**Run 1: placement view**

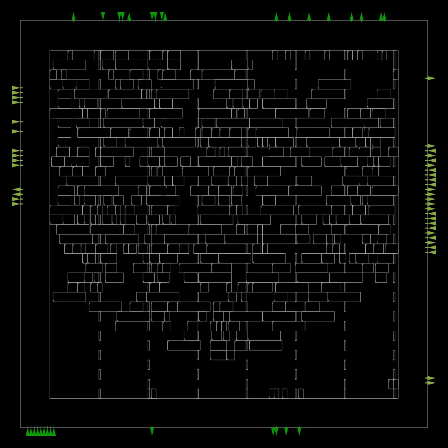
**Run 1: port wiring**

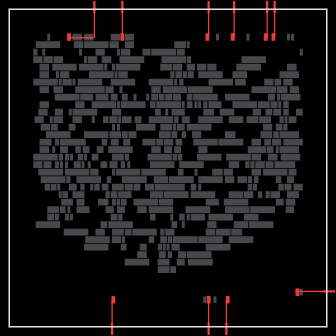
**Run 1: local utilization**

11 x 11 tiles, from black (low) to pale yellow (high), 0 to 100% covered.
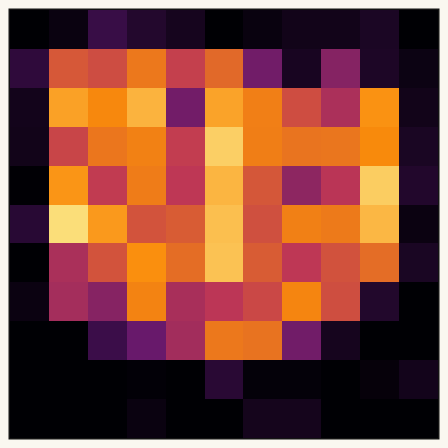
**Run 1: M3 wires**

The bar under the picture is 20 microns long.
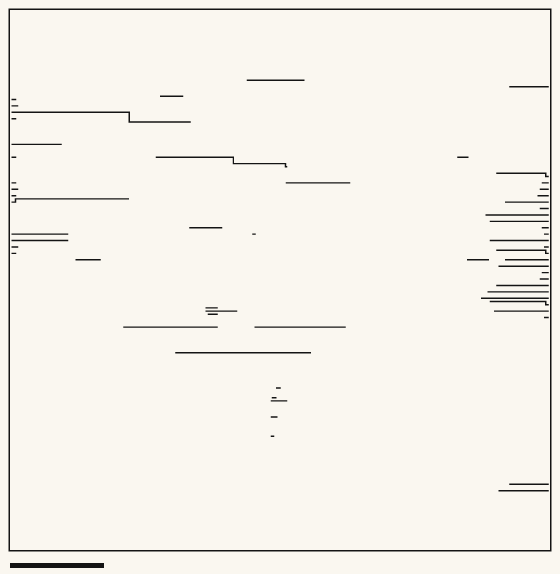
--- src/rtl/value_text_driver.sv ---
// Renders a binary reading as DIGITS decimal tiles for a 16x32 font decoder; double-dabble BCD conversion, frame-synchronous commit.
// Latency: conversion takes VALUE_W cycles, then the commit waits for frame_start; pixel_on trails (x,y) by 1 clk.
// Backpressure: value_ready is high only in IDLE, so a new reading waits until the current one is committed. Optional: LEADING_ZERO_BLANK_EN.
module value_text_driver #(
    parameter int DIGITS   = 4,
    parameter int VALUE_W  = 14,
    parameter int ORIGIN_X = 64,
    parameter int ORIGIN_Y = 32,
    parameter int CHAR_W   = 16,
    parameter int CHAR_H   = 32
) (
    input  logic               clk,
    input  logic               rst_n,
    input  logic               value_valid,
    input  logic [VALUE_W-1:0] value,
    output logic               value_ready,
    input  logic               frame_start,
    input  logic [9:0]         x,
    input  logic [9:0]         y,
    input  logic               video_on,
    output logic [7:0]         character_code,
    output logic [9:0]         char_start_x,
    output logic [9:0]         char_start_y,
    input  logic               on_char,
    output logic               pixel_on,
    output logic               busy
);
    localparam int SH        = $clog2(CHAR_W);
    // Enough BCD nibbles to hold 2^VALUE_W-1, and never fewer than DIGITS.
    localparam int BCD_RAW   = (VALUE_W * 302) / 1000 + 1;
    localparam int BCD_N     = (BCD_RAW > DIGITS) ? BCD_RAW : DIGITS;
    localparam int BW        = 4 * BCD_N;
    localparam int CW        = $clog2(VALUE_W + 1);
    localparam logic [9:0]  OX    = 10'(ORIGIN_X);
    localparam logic [9:0]  OY    = 10'(ORIGIN_Y);
    localparam logic [9:0]  NDIG  = 10'(DIGITS);
    localparam logic [10:0] YEND  = 11'(ORIGIN_Y + CHAR_H);

    typedef enum logic [1:0] {S_IDLE, S_CONVERT, S_HOLD} state_t;

    state_t             state_q;
    logic [CW-1:0]      cnt_q;
    logic [VALUE_W-1:0] bin_q, bin_d;
    logic [BW-1:0]      bcd_q, bcd_adj, bcd_d;
    logic [3:0]         shadow_q [DIGITS];
    logic [3:0]         shadow_d [DIGITS];
    logic [3:0]         disp_q   [DIGITS];
    logic               busy_q, ready_q, pixel_q;
    logic               over;
    logic [DIGITS-1:0]  blank_vec;

    // One double-dabble step: adjust nibbles >=5, then shift {bcd,bin} left by one.
    always_comb begin
        bcd_adj = bcd_q;
        for (int i = 0; i < BCD_N; i++) begin
            if (bcd_q[4*i +: 4] >= 4'd5) begin
                bcd_adj[4*i +: 4] = bcd_q[4*i +: 4] + 4'd3;
            end
        end
        bcd_d = {bcd_adj[BW-2:0], bin_q[VALUE_W-1]};
        bin_d = {bin_q[VALUE_W-2:0], 1'b0};
    end

    // Shadow digits from the final step; any nonzero nibble above DIGITS saturates to all 9s.
    always_comb begin
        over = 1'b0;
        for (int i = DIGITS; i < BCD_N; i++) begin
            over = over | (bcd_d[4*i +: 4] != 4'd0);
        end
        for (int k = 0; k < DIGITS; k++) begin
            shadow_d[k] = over ? 4'd9 : bcd_d[4*(DIGITS-1-k) +: 4];
        end
    end

`ifdef LEADING_ZERO_BLANK_EN
    logic [DIGITS-1:0] blank_q, blank_d;
    logic              seen;

    // Blank every digit left of the first nonzero one; the last digit always shows.
    always_comb begin
        seen    = 1'b0;
        blank_d = '0;
        for (int k = 0; k < DIGITS - 1; k++) begin
            seen       = seen | (shadow_q[k] != 4'd0);
            blank_d[k] = !seen;
        end
    end

    // Blank flags are captured together with the display digits at commit.
    always_ff @(posedge clk or negedge rst_n) begin
        if (!rst_n) begin
            blank_q <= '0;
        end else if (state_q == S_HOLD && frame_start) begin
            blank_q <= blank_d;
        end
    end

    assign blank_vec = blank_q;
`else
    assign blank_vec = '0;
`endif

    // Control FSM: accept, convert for VALUE_W cycles, hold until frame boundary, commit.
    always_ff @(posedge clk or negedge rst_n) begin
        if (!rst_n) begin
            state_q <= S_IDLE;
            cnt_q   <= '0;
            bin_q   <= '0;
            bcd_q   <= '0;
            busy_q  <= 1'b0;
            ready_q <= 1'b1;
            for (int k = 0; k < DIGITS; k++) begin
                shadow_q[k] <= 4'd0;
                disp_q[k]   <= 4'd0;
            end
        end else begin
            case (state_q)
                S_IDLE: begin
                    if (value_valid && ready_q) begin
                        bin_q   <= value;
                        bcd_q   <= '0;
                        cnt_q   <= CW'(VALUE_W);
                        state_q <= S_CONVERT;
                        busy_q  <= 1'b1;
                        ready_q <= 1'b0;
                    end
                end
                S_CONVERT: begin
                    bcd_q <= bcd_d;
                    bin_q <= bin_d;
                    cnt_q <= cnt_q - CW'(1);
                    if (cnt_q == CW'(1)) begin
                        shadow_q <= shadow_d;
                        state_q  <= S_HOLD;
                    end
                end
                S_HOLD: begin
                    if (frame_start) begin
                        disp_q  <= shadow_q;
                        state_q <= S_IDLE;
                        busy_q  <= 1'b0;
                        ready_q <= 1'b1;
                    end
                end
                default: begin
                    state_q <= S_IDLE;
                    busy_q  <= 1'b0;
                    ready_q <= 1'b1;
                end
            endcase
        end
    end

    logic [9:0] dx, idx;
    logic       in_row, blank_sel;

    // Tile lookup: the x>=ORIGIN_X guard keeps a wrapped dx from selecting a tile.
    always_comb begin
        dx             = x - OX;
        idx            = dx >> SH;
        in_row         = (x >= OX) && (idx < NDIG) && (y >= OY) && ({1'b0, y} < YEND);
        character_code = 8'd0;
        char_start_x   = OX;
        blank_sel      = 1'b0;
        if (in_row) begin
            char_start_x = OX + (idx << SH);
            for (int k = 0; k < DIGITS; k++) begin
                if (idx == 10'(k)) begin
                    character_code = {4'b0, disp_q[k]};
                    blank_sel      = blank_vec[k];
                end
            end
        end
    end

    assign char_start_y = OY;

    // Register the font decoder result for the current pixel.
    always_ff @(posedge clk or negedge rst_n) begin
        if (!rst_n) begin
            pixel_q <= 1'b0;
        end else begin
            pixel_q <= video_on && in_row && on_char && !blank_sel;
        end
    end

    assign pixel_on    = pixel_q;
    assign busy        = busy_q;
    assign value_ready = ready_q;

endmodule

--- config.mk ---
export PLATFORM = sky130hd
export DESIGN_NAME = value_text_driver
export DESIGN_NICKNAME = d
export VERILOG_FILES = /design/src/rtl/value_text_driver.sv
export SDC_FILE = /design/constraint.sdc
export NUM_CORES = 1
export LEC_CHECK = 0
export CAP_MARGIN = 20
export CORE_MARGIN = 8
export CORE_UTILIZATION = 40
export DETAILED_ROUTE_END_ITERATION = 12
export PLACE_DENSITY = 0.63
export SYNTH_ARGS = -nofsm -noshare
export SYNTH_HDL_FRONTEND = slang
export SYNTH_SLANG_ARGS = --single-unit
--- constraint.sdc ---
create_clock -name clk -period 2.21 [get_ports clk]
set_clock_uncertainty 0.2 [all_clocks]
set_input_delay 0.221 -clock clk [delete_from_list [all_inputs] [get_ports clk]]
set_output_delay 0.221 -clock clk [all_outputs]
set_load 0.05 [all_outputs]
==> results.py, run 1 <==
# Metrics from the implementation run
metrics = {
    "outcome": {
        "status": "complete, no violations",
    },
    "cells_and_area": {
        "instances_no_fill": 542,
        "fin_nets": 460,
        "antennaDiodeCount": 0,
        "drive_gt1_share_pct": 19.8,
        "syn2layout_area_growth_pct": 23.1,
        "fin_area_sq_um": 4780,
    },
    "final_timing": {
        "holdWs_ps": 170,
        "tightest_slew_ps": 507,
        "period_used_pct": 96.9,
        "max_clock_freq_mhz": 467,
        "finalHoldViolations": 0,
        "setup_viol": 0,
        "fin_ws_ps": 68.1,
        "maxSlewHeadroom_pct": 66.1,
        "fin_crit_ps": 2140,
        "maxSlewViolCount": 0,
        "fin_tns_setup_ps": 0,
        "rsz0062_at_grt": "false",
    },
    "synth": {
        "largest_area_cell": "dfrtp_1",
        "ys_seq_share_pct": 48.4,
        "top_cell": "dfrtp_1",
        "synth_cell_types": 45,
        "syn-mean-instance-area_sq_um": 11.1,
        "synthCells": 351,
        "netlist_top_cells_count": "dfrtp_1, inv_1, buf_4, a21oi_1, ha_1",
        "ys_cells": 351,
        "synth-edff-count": 0,
        "yosysWarningCount": 0,
        "dominantRegCellSynth": "dfrtp_1",
        "area_leaders": "dfrtp_1, ha_1, mux2_4, buf_4, a222oi_1",
        "ys_area_sq_um": 3880,
        "top_cell_area_share_pct": 47.7,
        "syn_area_sq_um": 3880,
        "numSynthFlops": 75,
        "synth-async-reset-ratio_pct": 100,
    },
    "cts": {
        "clk_latency_ps": 340,
        "clk_path_buf_depth": 2,
        "cts_tree": "done",
        "cts_buffers": 9,
        "cts_resized": 20,
        "post_cts_buffers": 2,
        "cts.sinks": 75,
        "cts-root-buf": "clkbuf_8",
        "postCtsHoldBufs": 1,
        "cts-htree-levels": 3,
        "clkTransAtPathRegs_ps": 80,
    },
    "routing": {
        "drt_iter0_drc": 149,
        "antenna_left": 0,
        "drc": 0,
        "via_count": 2789,
        "vias_per_cell": 5.15,
        "wl_per_cell_microns": 15.5,
        "firstDrtPassIters": 5,
    },
    "flow_run": {
        "cap_violations": 0,
        "tool_warnings": 44,
    },
    "global_route": {
        "grt_pass1_wl_mm": 13.8,
        "grt_max_degree": 36,
        "grt_usage_pct": 13.0,
        "grt_pass1_vias": 2837,
        "antenna_found_initial": 0,
        "grt_overflow": 0,
    },
    "power_and_ir_drop": {
        "power.density_nw_per_um2": 1170,
        "pwr-share-comb_pct": 39.5,
        "p_int_uw": 3460,
        "powerComb_uw": 2220,
        "powerSeq_uw": 2230,
        "leakage_uw": 0.00235,
        "p_sw_share_pct": 38.3,
        "power_uw": 5610,
        "powerClk_uw": 1170,
        "power_leader": "registers",
        "power_frac_clock_pct": 20.8,
        "pwr-share-seq_pct": 39.7,
        "ir_worst_vdd_mv": 0.585,
        "switchingPower_uw": 2150,
    },
    "die": {
        "die_w_microns": 115,
        "chipArea_sq_um": 13100,
        "die_h_microns": 115,
        "num_rows": 36,
    },
    "critical_path": {
        "r2r_cells": 6,
        "rr_endpoint": "shadow_q[2]",
        "worstReg2RegStart": "bcd_q[12]",
        "critical_path_required_ps": 1790,
        "cp-end-kind": "output port",
        "startpoint_type": "primary input",
        "worstSetupPathType": "primary input to output port",
        "cp_max_fo": 4,
        "startpoint": "x[9]",
        "regToRegSetupSlack_ps": 110,
        "endpoint": "character_code[3]",
        "arrival_ps": 1720,
    },
    "place": {
        "place_congestion": 0.847,
        "dp_hpwl_mm": 6.10,
        "dpl.cell_count": 523,
        "place_area_sq_um": 4470,
        "pre_cts_slack_ps": -323,
    },
    "min_path": {
        "hp-class": "primary input to async pin",
    },
}
-- 'placement view' (at the start) --
total number of tap cells: 133
core area: 9590 sq um
filler cell count: 859
sequential share of cell area: 39.3%
final core occ: 49.8%

-- 'port wiring' (at the start) --
[`char_start_y`] red | direction: output | end cells: 10 | wire: 106 microns
IO Port Bufs: 42
I/O Pins: 71

-- 'local utilization' (at the start) --
densest ninth of the die: centre
tiles over 75% full: 12%
mean over tiles: 35%
fullest tile: 93%
Initial Util: 40.5%

-- 'M3 wires' (at the start) --
main direction: horizontal
nets with wire on the layer: 51
share of all routed wire: 5.5%
longest straight run: 28.5 microns
wire length on this layer: 459 microns
met3 Use GR: 4.17%
final WL: 8.40 mm

[run 1: state kept, by name, summed over array words and instances (netlist names)]
register	flops
busy	1
pixel_on	1
value_ready	1
disp_q	16
bcd_q	20
cnt_q	4
shadow_q	16
state_q	2
bin_q	14
[run 1: logic make-up after synthesis]
| family | Yosys count | synth area share (%) |
|---|---|---|
| flip-flops | 75 | 48.4 |
| AND/OR/NAND/NOR | 62 | 8.89 |
| multiplexers | 26 | 8.19 |
| buffers and inverters | 66 | 9.31 |
| other | 2 | 0.193 |
| adder cells (fa/ha/maj) | 16 | 5.16 |
| AND-OR/OR-AND | 97 | 18.3 |
| XOR/XNOR | 7 | 1.58 |
[run 1: per-layer routing]
| metal | part of all wire, % | track usage [%] |
|---|---|---|
| met1 | 46 | 16.0 |
| met2 | 48 | 21.7 |
| met3 | 5.5 | 4.17 |
| met4 | 1.1 | 3.11 |
| met5 | 0 | 0 |
[run 1: cells in the final DEF, fill, tap and decap left out, drive strengths merged, types with 5 or more instances in the layout]
cell type,instances
nand2b,6
a22o,10
conb,19
nor2,15
dfrtp,74
mux2i,10
o21ai,15
mux2,16
clkbuf,11
inv,30
o22ai,6
a31oi,11
nand2,11
buf,29
clkdlybuf4s50,24
o31ai,5
a21oi,19
nor3b,11
ha,16
a222oi,12
a32o,12
xnor2,7
[run 1: cell type report]
class                           count  area (sq um)  area share [%]
Multi-Input combinational cell    227          1780            37.2
Timing Repair Buffer               62           623            13.0
Tap cell                          133           166            3.48
Clock buffer                        9           124            2.59
Inverter                           29           109            2.28
Sequential cell                    75          1880            39.3
Clock inverter                      7           100            2.09
[run 1: worst max-delay path, stage by stage]
cell and delay [ps]:
dlygate4sd2_1 270, or3_4 400, a31oi_4 230, nand4b_1 210, o211a_1 250, buf_12 150
==> run 2, diff against run 1 <==
--- a/config.mk
+++ b/config.mk
@@ -10,6 +10,7 @@
 export CORE_UTILIZATION = 40
 export DETAILED_ROUTE_END_ITERATION = 12
 export PLACE_DENSITY = 0.63
+export SKIP_LAST_GASP = 1
 export SYNTH_ARGS = -nofsm -noshare
 export SYNTH_HDL_FRONTEND = slang
 export SYNTH_SLANG_ARGS = --single-unit
**Run 2: M3 wires**

The bar under the picture is 20 microns long.
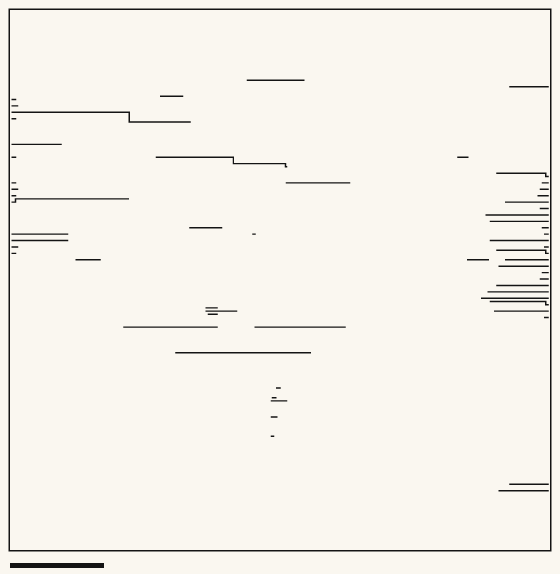
longest straight run: 28.5 microns
share of all routed wire: 5.5%
wire length on this layer: 459 microns
main direction: horizontal
nets with wire on the layer: 51
Vias: 2789

**Run 2: local utilization**

11 x 11 tiles, from black (low) to pale yellow (high), 0 to 100% covered.
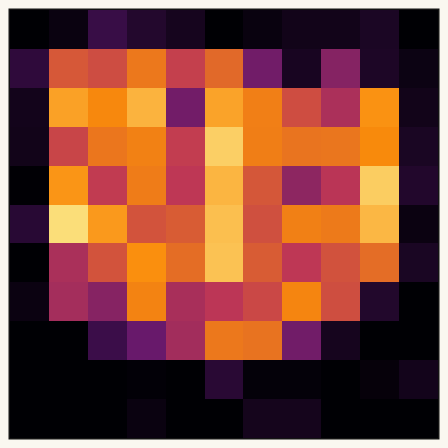
nearly empty tiles: 22%
tiles over 75% full: 12%
mean over tiles: 35%
fullest tile: 93%
densest ninth of the die: centre

==> results.py, run 2 <==
# Metrics from the implementation run
metrics = {
    "global_route": {
        "grt_usage_pct": 13.0,
        "grt_overflow": 0,
        "antenna_found_initial": 0,
        "grt_pass1_wl_mm": 13.8,
        "grt_pass1_vias": 2837,
        "grt_max_degree": 36,
    },
    "critical_path": {
        "worstSetupPathType": "primary input to output port",
        "worstReg2RegStart": "bcd_q[12]",
        "arrival_ps": 1720,
        "startpoint": "x[9]",
        "regToRegSetupSlack_ps": 110,
        "startpoint_type": "primary input",
        "critical_path_required_ps": 1790,
        "cp_max_fo": 4,
        "critPathSlowestCell": "or3_4",
        "rr_endpoint": "shadow_q[2]",
        "cp-end-kind": "output port",
        "r2r_cells": 6,
        "cp_cell_sequence": "dlygate4sd2_1 > or3_4 > a31oi_4 > nand4b_1 > o211a_1 > buf_12",
    },
    "cells_and_area": {
        "final_cell_mix": "dfrtp_1, inv_1, clkdlybuf4s50_1, buf_4, conb_1",
        "antennaDiodeCount": 0,
        "instances_no_fill": 542,
        "largest-register": "bcd_q",
        "finish.utilization_pct": 49.8,
        "lay_top_count": "dfrtp_1",
        "drive_gt1_share_pct": 19.8,
        "top_regs": "bcd_q x20, disp_q x16, shadow_q x16",
        "fin_area_sq_um": 4780,
        "fin_nets": 460,
        "largest_register_ffs": 20,
        "syn2layout_area_growth_pct": 23.1,
    },
    "cts": {
        "clk_latency_ps": 340,
        "post_cts_buffers": 2,
        "cts_resized": 20,
        "postCtsHoldBufs": 1,
        "cts-root-buf": "clkbuf_8",
        "clkTransAtPathRegs_ps": 80,
        "clk_path_buf_depth": 2,
        "cts_tree": "done",
        "cts_buffers": 9,
        "cts-htree-levels": 3,
    },
    "routing": {
        "drt_wl_total_mm": 8.40,
        "drc": 0,
        "vias_per_cell": 5.15,
        "wl_per_cell_microns": 15.5,
        "antenna_left": 0,
        "firstDrtPassIters": 5,
        "drt_iter0_drc": 149,
    },
    "die": {
        "die_h_microns": 115,
        "die_w_microns": 115,
        "num_rows": 36,
        "core_sq_um": 9590,
        "chipArea_sq_um": 13100,
        "ios": 71,
    },
    "power_and_ir_drop": {
        "leakage_uw": 0.00235,
        "power.density_nw_per_um2": 1170,
        "power_uw": 5610,
    },
    "synth": {
        "area_leaders": "dfrtp_1, ha_1, mux2_4, buf_4, a222oi_1",
        "ys_area_sq_um": 3880,
        "syn-mean-instance-area_sq_um": 11.1,
        "synth-async-reset-ratio_pct": 100,
        "ys_seq_share_pct": 48.4,
        "synth-edff-count": 0,
        "yosysWarningCount": 0,
        "top_cell_area_share_pct": 47.7,
        "dominantRegCellSynth": "dfrtp_1",
        "synthCells": 351,
        "synth_cell_types": 45,
        "syn_area_sq_um": 3880,
        "ys_cells": 351,
        "numSynthFlops": 75,
        "netlist_top_cells_count": "dfrtp_1, inv_1, buf_4, a21oi_1, ha_1",
    },
    "final_timing": {
        "maxSlewViolCount": 0,
        "max_clock_freq_mhz": 467,
        "maxSlewHeadroom_pct": 66.1,
        "setup_viol": 0,
        "fin_crit_ps": 2140,
        "finalHoldViolations": 0,
        "rsz0062_at_grt": "false",
        "tightest_slew_ps": 507,
        "fin_tns_setup_ps": 0,
        "period_used_pct": 96.9,
        "holdWs_ps": 170,
    },
    "place": {
        "place_area_sq_um": 4470,
        "dp_hpwl_mm": 6.10,
        "portBuffers": 42,
        "pre_cts_slack_ps": -323,
        "dpl.cell_count": 523,
        "place_congestion": 0.847,
    },
    "min_path": {
        "hp-class": "primary input to async pin",
    },
    "flow_run": {
        "tool_warnings": 44,
        "cap_violations": 0,
    },
    "outcome": {
        "status": "complete, no violations",
    },
}
==> run 2: how the worst max path moves through the flow <==
stage / endpoint / slack, ps / cells past startpoint
final: character_code[3] / 70 / 6
after global routing: character_code[3] / 10 / 6
after CTS: character_code[3] / 20 / 9
after detailed placement: character_code[3] / -320 / 8
after global placement: character_code[2] / -220 / 8
after floorplan: char_start_x[7] / 3 / 5
==> run 2: cell type report <==
type / instances / area [sq um]
Multi-Input combinational cell: 227 / 1780
Fill cell: 859 / 4820
Sequential cell: 75 / 1880
Timing Repair Buffer: 62 / 623
Inverter: 29 / 109
Clock buffer: 9 / 124
Clock inverter: 7 / 100
Tap cell: 133 / 166
==> run 2: where the power goes <==
group          leakage [uW]  internal, uW  total [uW]  switching (uW)
clock              0.000114           643        1170             525
combinational       0.00126           974        2220            1240
sequential         0.000985          1840        2230             384
==> run 2: critical path: cells and delay by family <==
family	cells	cell delay, ps
AND/OR/NAND/NOR	2	610
buffers and inverters	2	420
AND-OR/OR-AND	2	480
==> run 2: kinds of logic (layout without fill, tap and decap cells) <==
logic type / count (synthesis) / count (layout) / synth area share [%]
simple gates: 62 / 62 / 8.89
buf+inv: 66 / 107 / 9.31
other cells: 2 / 19 / 0.193
flops: 75 / 75 / 48.4
compound gates: 97 / 97 / 18.3
fa+ha+maj: 16 / 16 / 5.16
mux: 26 / 26 / 8.19
xor+xnor: 7 / 7 / 1.58
==> run 2: routing by layer <==
| layer | GRT usage [%] | routed length (microns) | up-vias |
|---|---|---|---|
| met1 | 16.0 | 3830 | 1359 |
| met5 | 0 | 0 | - |
| met3 | 4.17 | 458 | 11 |
| met4 | 3.11 | 93 | 0 |
| li1 | - | - | 1347 |
| met2 | 21.7 | 4020 | 72 |
No activity file was given, so power comes from the tool's default toggle rates.
